Figure 1. Clock distribution.
Scale bar: 20 um.
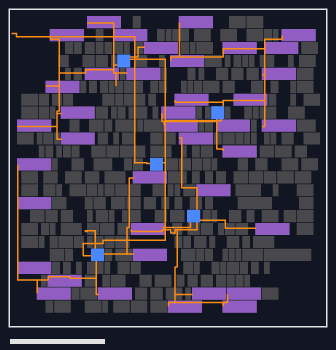
Figure 2. Logic cells by family.
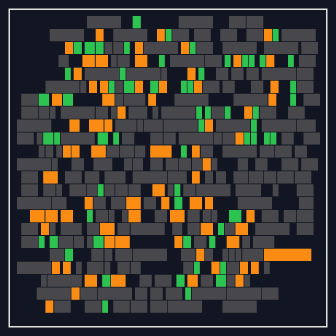
===== src/rtl/v_rom_sequencer_if.sv =====
// ROM read port and output handshake shared between the sequencer and its
// surroundings. master = sequencer side, slave = ROM/datapath side.
interface v_rom_sequencer_if #(
  parameter int unsigned ADDR_W = 6,
  parameter int unsigned DATA_W = 20
);
  logic              rom_en;
  logic [ADDR_W-1:0] rom_addr;
  logic [DATA_W-1:0] rom_data;
  logic              out_valid;
  logic [11:0]       out_data;
  logic              out_ready;

  modport master (
    output rom_en, rom_addr, out_valid, out_data,
    input  rom_data, out_ready
  );

  modport slave (
    input  rom_en, rom_addr, out_valid, out_data,
    output rom_data, out_ready
  );
endinterface


===== src/rtl/v_rom_sequencer.sv =====
// Microcode sequencer: fetches 20-bit words from a registered-output ROM,
// decodes bits [15:0] and executes OUT / JMP / WAIT / LDC / HALT / NOP.
module v_rom_sequencer #(
  parameter int unsigned ADDR_W = 6,
  parameter int unsigned DATA_W = 20
) (
  input  logic                clk,
  input  logic                rst,
  input  logic                start,
  input  logic                in_flag,
  output logic                busy,
  output logic                done,
  v_rom_sequencer_if.master   bus
);

  typedef enum logic [2:0] {
    S_IDLE,
    S_FETCH,
    S_DECODE,
    S_OUT,
    S_WAIT
  } state_t;

  localparam logic [ADDR_W-1:0] PC_ONE = ADDR_W'(1);

  state_t            state;
  logic [ADDR_W-1:0] pc;
  logic [7:0]        loop_cnt;
  logic [7:0]        wait_cnt;
  logic              done_q;
  logic              out_valid_q;
  logic [11:0]       out_data_q;

  // Instruction fields
  logic [3:0]        op;
  logic [3:0]        cond;
  logic [7:0]        imm8;
  logic [ADDR_W-1:0] target;
  logic              jmp_taken;
  logic              unused_hi;

  assign op        = bus.rom_data[15:12];
  assign cond      = bus.rom_data[11:8];
  assign imm8      = bus.rom_data[7:0];
  assign target    = bus.rom_data[ADDR_W-1:0];
  assign unused_hi = ^bus.rom_data[DATA_W-1:16];

  assign busy          = (state != S_IDLE);
  assign done          = done_q;
  assign bus.rom_en    = (state == S_FETCH);
  assign bus.rom_addr  = pc;
  assign bus.out_valid = out_valid_q;
  assign bus.out_data  = out_data_q;

  // Jump condition evaluation for the word currently on rom_data
  always_comb begin
    jmp_taken = 1'b0;
    case (cond)
      4'd0:    jmp_taken = 1'b1;
      4'd1:    jmp_taken = (loop_cnt != 8'd0);
      4'd2:    jmp_taken = in_flag;
      4'd3:    jmp_taken = ~in_flag;
      default: jmp_taken = 1'b0;
    endcase
  end

  // Sequencer FSM with registered outputs
  always_ff @(posedge clk) begin
    if (rst) begin
      state       <= S_IDLE;
      pc          <= '0;
      loop_cnt    <= '0;
      wait_cnt    <= '0;
      done_q      <= 1'b0;
      out_valid_q <= 1'b0;
      out_data_q  <= '0;
    end else begin
      done_q <= 1'b0;
      case (state)
        S_IDLE: begin
          if (start) begin
            pc    <= '0;
            state <= S_FETCH;
          end
        end
        S_FETCH: begin
          state <= S_DECODE;
        end
        S_DECODE: begin
          case (op)
            4'h0: begin
              out_data_q  <= bus.rom_data[11:0];
              out_valid_q <= 1'b1;
              state       <= S_OUT;
            end
            4'h2: begin
              pc <= jmp_taken ? target : pc + PC_ONE;
              if (cond == 4'd1 && jmp_taken) begin
                loop_cnt <= loop_cnt - 8'd1;
              end
              state <= S_FETCH;
            end
            4'h4: begin
              if (imm8 == 8'd0) begin
                pc    <= pc + PC_ONE;
                state <= S_FETCH;
              end else begin
                wait_cnt <= imm8;
                state    <= S_WAIT;
              end
            end
            4'h8: begin
              loop_cnt <= imm8;
              pc       <= pc + PC_ONE;
              state    <= S_FETCH;
            end
            4'hF: begin
              done_q <= 1'b1;
              state  <= S_IDLE;
            end
            default: begin
              pc    <= pc + PC_ONE;
              state <= S_FETCH;
            end
          endcase
        end
        S_OUT: begin
          if (bus.out_ready) begin
            out_valid_q <= 1'b0;
            pc          <= pc + PC_ONE;
            state       <= S_FETCH;
          end
        end
        S_WAIT: begin
          wait_cnt <= wait_cnt - 8'd1;
          if (wait_cnt == 8'd1) begin
            pc    <= pc + PC_ONE;
            state <= S_FETCH;
          end
        end
        default: begin
          state <= S_IDLE;
        end
      endcase
    end
  end

endmodule


===== src/flat_wrapper.sv =====
// flat-port wrapper written by rule: the top's interface ports become plain ports
module v_rom_sequencer_flat 
#(
  parameter int unsigned ADDR_W = 6,
  parameter int unsigned DATA_W = 20
)
  (clk, rst, start, in_flag, busy, done, bus_rom_en, bus_rom_addr, bus_out_valid, bus_out_data, bus_rom_data, bus_out_ready);
  v_rom_sequencer_if #(.ADDR_W(ADDR_W), .DATA_W(DATA_W)) bus_i ();
  input  logic clk;
  input  logic rst;
  input  logic start;
  input  logic in_flag;
  output logic busy;
  output logic done;
  output wire logic [$bits(bus_i.rom_en)-1:0] bus_rom_en;
  output wire logic [$bits(bus_i.rom_addr)-1:0] bus_rom_addr;
  output wire logic [$bits(bus_i.out_valid)-1:0] bus_out_valid;
  output wire logic [$bits(bus_i.out_data)-1:0] bus_out_data;
  input wire logic [$bits(bus_i.rom_data)-1:0] bus_rom_data;
  input wire logic [$bits(bus_i.out_ready)-1:0] bus_out_ready;
  assign bus_rom_en = bus_i.rom_en;
  assign bus_rom_addr = bus_i.rom_addr;
  assign bus_out_valid = bus_i.out_valid;
  assign bus_out_data = bus_i.out_data;
  assign bus_i.rom_data = bus_rom_data;
  assign bus_i.out_ready = bus_out_ready;
  v_rom_sequencer #(.ADDR_W(ADDR_W), .DATA_W(DATA_W)) u_core (.clk(clk), .rst(rst), .start(start), .in_flag(in_flag), .busy(busy), .done(done), .bus(bus_i));
endmodule

===== config.mk =====
export PLATFORM = sky130hd
export DESIGN_NAME = v_rom_sequencer_flat
export DESIGN_NICKNAME = d
export VERILOG_FILES = /design/src/rtl/v_rom_sequencer_if.sv /design/src/rtl/v_rom_sequencer.sv /design/src/flat_wrapper.sv
export SDC_FILE = /design/constraint.sdc
export NUM_CORES = 1
export LEC_CHECK = 0
export CORE_UTILIZATION = 52
export CTS_BUF_LIST = sky130_fd_sc_hd__clkbuf_4
export CTS_CLUSTER_DIAMETER = 50
export CTS_CLUSTER_SIZE = 16
export DETAILED_ROUTE_END_ITERATION = 10
export PLACE_DENSITY = 0.82
export SLEW_MARGIN = 30
export SYNTH_ARGS = -nofsm -noshare
export SYNTH_HDL_FRONTEND = slang
export SYNTH_SLANG_ARGS = --single-unit

===== constraint.sdc =====
create_clock -name clk -period 2.7 [get_ports clk]
set_clock_uncertainty 0.1 [all_clocks]
set_input_delay 0.54 -clock clk [delete_from_list [all_inputs] [get_ports clk]]
set_output_delay 0.54 -clock clk [all_outputs]
set_load 0.02 [all_outputs]

==> results.txt <==
State of the implementation.

- The run finished with clean final reports.
- Traced cell by cell, the critical path runs through clkdlybuf4s50_1, or4_4, a2111oi_4, buf_4, and2_2, a32o_1, a22oi_1, o32ai_1.
- The longest individual stage delay on the worst path is approximately 0.57 ns, for reference.
- The final design area excluding fillers is around 2900 um2, for reference.
- The category of cells accounting for the largest share of critical-path delay is AND-OR/OR-AND gates, for reference.
- The area fraction in compound gates is roughly 25%, for reference.
- The power density over cell area is slightly above 400 nW/um2, for reference.
- The number of nets in the synthesized netlist is between 300 and 400, for reference.
- The placement summary gives the final routability congestion estimate as approximately 0.84.
- Registers are responsible for about 52% of the overall power.
- The well tap count is ~50, for reference.
- The prevailing post-synth register cell is sky130_fd_sc_hd__dfxtp_1, for reference.
- In the synthesized netlist the async set-or-reset flop fraction comes to 0%.
- The multiplexer fraction of the synthesized cell area is less than 1%, for reference.
- The final layout report lists a filler cell count of approximately 340.
- The final hold violation count is 0, for reference.
- The worst-case hold slack is ~0.36 ns, for reference.
- The antenna diode count is 0, for reference.
- In the final layout, flip-flops and latches take up a little over a quarter of the cell area.
- Per the finish-stage timing summary, setup violations number 0.
- The type of the worst setup path is primary input to flip-flop, for reference.
- The first TritonRoute pass finished after 5 iterations.
- The signal arrival time at the worst endpoint is between 2 and 3 ns, for reference.
- The cell-mix breakdown from Yosys lists the adder-cell area share as under 10%.
- met1 track demand over resource after global routing is about a third.
-- Figure 1 (at the start) --
legend:
  flip-flops:
    color: purple
    count: 39
  clock wires:
    color: orange
    length: 504 um
  clock-net drivers:
    color: blue
    count: 5
flops lie: all over the die
routed clock nets: 6

-- Figure 2 (at the start) --
legend:
  nand cells:
    color: green
    cells: 60
    where: all over the die
  aoi and oai cells:
    color: orange
    cells: 71

Power figures rest on the tool's default switching activity, not on a simulated workload.
